--- src/rtl/pong_pkg.sv ---
// pong_pkg: shared types and constants for the pong datapath.
//   game_state_t  : match sequencer state encoding (also exported as state_code)
//   X/Y_RESOLUTION: playfield size used by the ball/paddle datapath
//   *_DEF         : default match parameters
//   WINNER_*      : winner output encoding
package pong_pkg;

  typedef enum logic [2:0] {
    ST_IDLE      = 3'd0,
    ST_SERVE     = 3'd1,
    ST_PLAY      = 3'd2,
    ST_PAUSED    = 3'd3,
    ST_POINT     = 3'd4,
    ST_GAME_OVER = 3'd5
  } game_state_t;

  localparam int X_RESOLUTION = 800;
  localparam int Y_RESOLUTION = 600;

  localparam int WIN_SCORE_DEF   = 7;
  localparam int SERVE_DELAY_DEF = 50_000_000;

  localparam logic [1:0] WINNER_NONE = 2'b00;
  localparam logic [1:0] WINNER_P1   = 2'b01;
  localparam logic [1:0] WINNER_P2   = 2'b10;

endpackage

--- src/rtl/pong_game_ctrl_if.sv ---
// pong_game_ctrl_if: board buttons, ball-tracker handshake and score/display
// outputs of the match sequencer.
//   master : button/ball-tracker side (drives buttons and point flags)
//   slave  : the match sequencer (drives game_on, ball_rst_n, scores, winner, state_code)
interface pong_game_ctrl_if #(
  parameter int SCORE_W = 4
);
  logic               start_btn;
  logic               pause_btn;
  logic               player1_point;
  logic               player2_point;
  logic               game_on;
  logic               ball_rst_n;
  logic [SCORE_W-1:0] score1;
  logic [SCORE_W-1:0] score2;
  logic [1:0]         winner;
  logic [2:0]         state_code;

  modport master (
    output start_btn, pause_btn, player1_point, player2_point,
    input  game_on, ball_rst_n, score1, score2, winner, state_code
  );

  modport slave (
    input  start_btn, pause_btn, player1_point, player2_point,
    output game_on, ball_rst_n, score1, score2, winner, state_code
  );
endinterface

--- src/rtl/rise_detect.sv ---
// rise_detect: single-cycle pulse on a 0->1 transition of a synchronous level.
//   clk   : clock
//   reset : asynchronous active-low reset (clears the history bit)
//   in    : synchronous level input
//   pulse : high for the one cycle where in is 1 and was 0 on the previous edge
module rise_detect (
  input  logic clk,
  input  logic reset,
  input  logic in,
  output logic pulse
);

  logic in_q_r;

  // one-cycle history of the input level
  always_ff @(posedge clk or negedge reset) begin
    if (!reset) begin
      in_q_r <= 1'b0;
    end else begin
      in_q_r <= in;
    end
  end

  // holding the input high yields exactly one pulse
  assign pulse = in & ~in_q_r;

endmodule

--- src/rtl/pong_game_ctrl.sv ---
// pong_game_ctrl: match sequencer for the pong datapath (serve timing,
// scoring, pause, game-over).
//   clk   : 50 MHz master clock
//   reset : asynchronous active-low reset
//   bus   : slave side of pong_game_ctrl_if
//           in : start_btn, pause_btn (levels, rising edge used),
//                player1_point, player2_point (ball tracker flags)
//           out: game_on, ball_rst_n, score1, score2, winner, state_code
// All outputs are registered and reflect the state entered on that edge.
module pong_game_ctrl
  import pong_pkg::*;
#(
  parameter int WIN_SCORE   = WIN_SCORE_DEF,
  parameter int SERVE_DELAY = SERVE_DELAY_DEF,
  parameter int SCORE_W     = 4
) (
  input  logic            clk,
  input  logic            reset,
  pong_game_ctrl_if.slave bus
);

  localparam int                 CNT_W      = $clog2(SERVE_DELAY + 1);
  localparam logic [CNT_W-1:0]   SERVE_LAST = CNT_W'(SERVE_DELAY - 1);
  localparam logic [SCORE_W-1:0] WIN_VAL    = SCORE_W'(WIN_SCORE);

  game_state_t        state_r,      state_nxt_s;
  logic [CNT_W-1:0]   cnt_r,        cnt_nxt_s;
  logic [SCORE_W-1:0] score1_r,     score1_nxt_s;
  logic [SCORE_W-1:0] score2_r,     score2_nxt_s;
  logic [1:0]         winner_r,     winner_nxt_s;
  logic               game_on_r,    game_on_nxt_s;
  logic               ball_rst_n_r, ball_rst_n_nxt_s;
  logic               start_rise_s;
  logic               pause_rise_s;
  logic               p1_s;
  logic               p2_s;

  assign p1_s = bus.player1_point;
  assign p2_s = bus.player2_point;

  rise_detect u_start_rise (
    .clk   (clk),
    .reset (reset),
    .in    (bus.start_btn),
    .pulse (start_rise_s)
  );

  rise_detect u_pause_rise (
    .clk   (clk),
    .reset (reset),
    .in    (bus.pause_btn),
    .pulse (pause_rise_s)
  );

  // next-state, scoring and output decode
  always_comb begin
    state_nxt_s  = state_r;
    cnt_nxt_s    = cnt_r;
    score1_nxt_s = score1_r;
    score2_nxt_s = score2_r;
    winner_nxt_s = winner_r;

    case (state_r)
      ST_IDLE, ST_GAME_OVER: begin
        if (start_rise_s) begin
          score1_nxt_s = '0;
          score2_nxt_s = '0;
          winner_nxt_s = WINNER_NONE;
          cnt_nxt_s    = '0;
          state_nxt_s  = ST_SERVE;
        end else begin
          state_nxt_s  = state_r;
        end
      end

      ST_SERVE: begin
        // counter 0..SERVE_DELAY-1, so SERVE lasts exactly SERVE_DELAY cycles
        if (cnt_r == SERVE_LAST) begin
          state_nxt_s = ST_PLAY;
        end else begin
          cnt_nxt_s   = cnt_r + CNT_W'(1);
        end
      end

      ST_PLAY: begin
        // point flags take priority over a simultaneous pause press;
        // both flags together is a re-serve with no score change
        if (p1_s && p2_s) begin
          state_nxt_s = ST_POINT;
        end else if (p1_s) begin
          if (score1_r < WIN_VAL) begin
            score1_nxt_s = score1_r + SCORE_W'(1);
          end else begin
            score1_nxt_s = score1_r;
          end
          state_nxt_s = ST_POINT;
        end else if (p2_s) begin
          if (score2_r < WIN_VAL) begin
            score2_nxt_s = score2_r + SCORE_W'(1);
          end else begin
            score2_nxt_s = score2_r;
          end
          state_nxt_s = ST_POINT;
        end else if (pause_rise_s) begin
          state_nxt_s = ST_PAUSED;
        end else begin
          state_nxt_s = ST_PLAY;
        end
      end

      ST_PAUSED: begin
        if (pause_rise_s) begin
          state_nxt_s = ST_PLAY;
        end else begin
          state_nxt_s = ST_PAUSED;
        end
      end

      ST_POINT: begin
        if (score1_r == WIN_VAL) begin
          winner_nxt_s = WINNER_P1;
          state_nxt_s  = ST_GAME_OVER;
        end else if (score2_r == WIN_VAL) begin
          winner_nxt_s = WINNER_P2;
          state_nxt_s  = ST_GAME_OVER;
        end else begin
          cnt_nxt_s    = '0;
          state_nxt_s  = ST_SERVE;
        end
      end

      default: begin
        state_nxt_s = ST_IDLE;
      end
    endcase

    // outputs follow the state being entered so they register on the same edge
    game_on_nxt_s    = (state_nxt_s == ST_PLAY);
    ball_rst_n_nxt_s = (state_nxt_s == ST_PLAY) || (state_nxt_s == ST_PAUSED);
  end

  // state, counter, score and output registers
  always_ff @(posedge clk or negedge reset) begin
    if (!reset) begin
      state_r      <= ST_IDLE;
      cnt_r        <= '0;
      score1_r     <= '0;
      score2_r     <= '0;
      winner_r     <= WINNER_NONE;
      game_on_r    <= 1'b0;
      ball_rst_n_r <= 1'b0;
    end else begin
      state_r      <= state_nxt_s;
      cnt_r        <= cnt_nxt_s;
      score1_r     <= score1_nxt_s;
      score2_r     <= score2_nxt_s;
      winner_r     <= winner_nxt_s;
      game_on_r    <= game_on_nxt_s;
      ball_rst_n_r <= ball_rst_n_nxt_s;
    end
  end

  assign bus.game_on    = game_on_r;
  assign bus.ball_rst_n = ball_rst_n_r;
  assign bus.score1     = score1_r;
  assign bus.score2     = score2_r;
  assign bus.winner     = winner_r;
  assign bus.state_code = state_r;

endmodule

--- src/flat_wrapper.sv ---
// flat-port wrapper written by rule: the top's interface ports become plain ports
module pong_game_ctrl_flat import pong_pkg::*;
#(
  parameter int WIN_SCORE   = WIN_SCORE_DEF,
  parameter int SERVE_DELAY = SERVE_DELAY_DEF,
  parameter int SCORE_W     = 4
)
  (clk, reset, bus_start_btn, bus_pause_btn, bus_player1_point, bus_player2_point, bus_game_on, bus_ball_rst_n, bus_score1, bus_score2, bus_winner, bus_state_code);
  pong_game_ctrl_if #(.SCORE_W(SCORE_W)) bus_i ();
  input  logic clk;
  input  logic reset;
  input wire logic [$bits(bus_i.start_btn)-1:0] bus_start_btn;
  input wire logic [$bits(bus_i.pause_btn)-1:0] bus_pause_btn;
  input wire logic [$bits(bus_i.player1_point)-1:0] bus_player1_point;
  input wire logic [$bits(bus_i.player2_point)-1:0] bus_player2_point;
  output wire logic [$bits(bus_i.game_on)-1:0] bus_game_on;
  output wire logic [$bits(bus_i.ball_rst_n)-1:0] bus_ball_rst_n;
  output wire logic [$bits(bus_i.score1)-1:0] bus_score1;
  output wire logic [$bits(bus_i.score2)-1:0] bus_score2;
  output wire logic [$bits(bus_i.winner)-1:0] bus_winner;
  output wire logic [$bits(bus_i.state_code)-1:0] bus_state_code;
  assign bus_i.start_btn = bus_start_btn;
  assign bus_i.pause_btn = bus_pause_btn;
  assign bus_i.player1_point = bus_player1_point;
  assign bus_i.player2_point = bus_player2_point;
  assign bus_game_on = bus_i.game_on;
  assign bus_ball_rst_n = bus_i.ball_rst_n;
  assign bus_score1 = bus_i.score1;
  assign bus_score2 = bus_i.score2;
  assign bus_winner = bus_i.winner;
  assign bus_state_code = bus_i.state_code;
  pong_game_ctrl #(.WIN_SCORE(WIN_SCORE), .SERVE_DELAY(SERVE_DELAY), .SCORE_W(SCORE_W)) u_core (.clk(clk), .reset(reset), .bus(bus_i));
endmodule
--- config.mk ---
export PLATFORM = sky130hd
export DESIGN_NAME = pong_game_ctrl_flat
export DESIGN_NICKNAME = d
export VERILOG_FILES = /design/src/rtl/pong_pkg.sv /design/src/rtl/pong_game_ctrl_if.sv /design/src/rtl/rise_detect.sv /design/src/rtl/pong_game_ctrl.sv /design/src/flat_wrapper.sv
export SDC_FILE = /design/constraint.sdc
export NUM_CORES = 1
export LEC_CHECK = 0
export ABC_CLOCK_PERIOD_IN_PS = 5200
export CAP_MARGIN = 10
export CORE_MARGIN = 2
export CORE_UTILIZATION = 40
export CTS_CLUSTER_DIAMETER = 30
export DETAILED_ROUTE_END_ITERATION = 8
export PLACE_DENSITY_LB_ADDON = 0.08
export SYNTH_ARGS = -nofsm -noshare
export SYNTH_HDL_FRONTEND = slang
export SYNTH_SLANG_ARGS = --single-unit
--- constraint.sdc ---
create_clock -name clk -period 5.2 [get_ports clk]
set_input_delay 0.52 -clock clk [delete_from_list [all_inputs] [get_ports clk]]
set_output_delay 0.52 -clock clk [all_outputs]
set_load 0.01 [all_outputs]
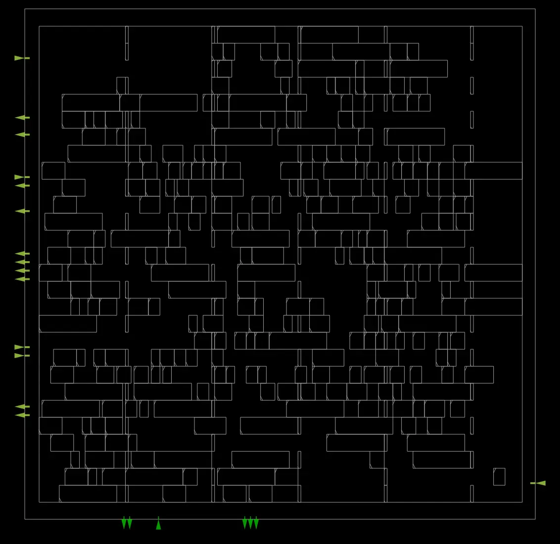
*Placed standard cells*
core outline area: 5890 µm²
Layout Utilization: 47.2%

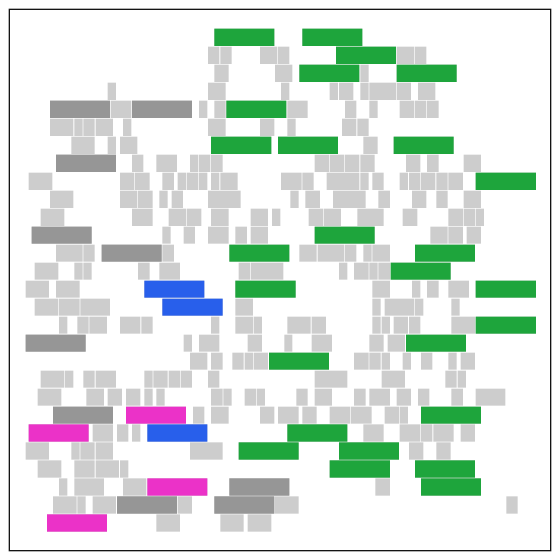
*Sequential cells grouped by signal name*
signal	colour	flops
u_core.cnt_r	green	26
u_core.bus.score2	magenta	4
u_core.bus.state_code	blue	3
sequential-cell power consumption: 431 µW
FF/Latch Area: 1080 µm²
sequential cell area share: 38.8%

==> impl_metrics.yaml <==
# physical design summary
outcome:
  status: "finished clean"
routing:
  routed_via_density: 5.94
  drt-met1-wl_um: 2890
  wl_per_cell_um: 16.5
  num_vias: 2163
synthesis:
  yosysTopAreaCell: "dfrtp_1"
  syn_area_um2: 2410
  area_leaders: "dfrtp_1, a21oi_1, nor2_1"
  edf_count: 0
  syn_inst: 270
  ff_type: "dfrtp_1"
  synth_cell_types: 47
  ys_top_logic_family: "simple AND/OR/NAND/NOR gates"
  ys.flops: 43
critical_path:
  cp_max_fo: 24
  r2r_slack_ps: 2610
  crit_buf_inv: 0
  reg2reg_from: "u_core.bus.score2[0]"
  arrival_ps: 2830
  r2r-end: "u_core.cnt_r[24]"
  critPathLaunchType: "flop"
clocking:
  clock_latency_ps: 310
  cts-buffers-inserted: 5
place:
  io_buffers: 20
  pre_cts_ws_ps: 2320
  place_area_um2: 2680
  dp.cells: 356
  place_congestion: 0.827
timing:
  finalSetupTns_ps: 0
  tightest_slew_ps: 992
  timing.fmax_mhz: 385
flow_run:
  tool_warnings: 26
cells_and_area:
  layout.area.comb_um2: 1250
  largest_class: "combinational gates"
  lay_top_cells: "dfrtp_1, a21oi_1, nor2_1, nand2_1, clkdlybuf4s50_1"
  multi_input_comb_cells: 204
  num_antenna_cells: 0
  mostFrequentLayoutCell: "dfrtp_1"
pwr:
  p_int_uw: 577
  pwr_density_cell_nw_per_um2: 325
global_routing:
  grt_first_pass_wirelength_um: 10100
  met2_usage_pct: 33.0
  antenna_found_initial: 0
  met3_usage_pct: 3.96
  grtUsageMet1_pct: 26.4
  grt_overflow: 0
floorplanning:
  ioPinCount: 21
  chipHeight_um: 81.7
  die_width_um: 81.7
worst_hold_path:
  hold_path.class: "in -> async"
## sequential cells by signal, summed over array words and instances (netlist names)
signal	count
u_core.cnt_r	26
u_core.bus.score1	4
u_core.bus.score2	4
u_core.bus.state_code	3
u_core.bus.winner	2
u_core.bus.ball_rst_n	1
u_core.bus.game_on	1
u_core.u_pause_rise.in_q_r	1
u_core.u_start_rise.in_q_r	1
## synthesized netlist by cell type (7+ instances only)
master     n
inv_1     11
nor2_1    23
o21ai_0   15
dfrtp_1   43
a31oi_1    8
nand2_1   21
nor4_1     7
o31ai_1    9
nand4_1   10
nand3_1    7
clkbuf_1  10
nor3_1     8
a21oi_1   24
Power and IR drop assume default switching activity.
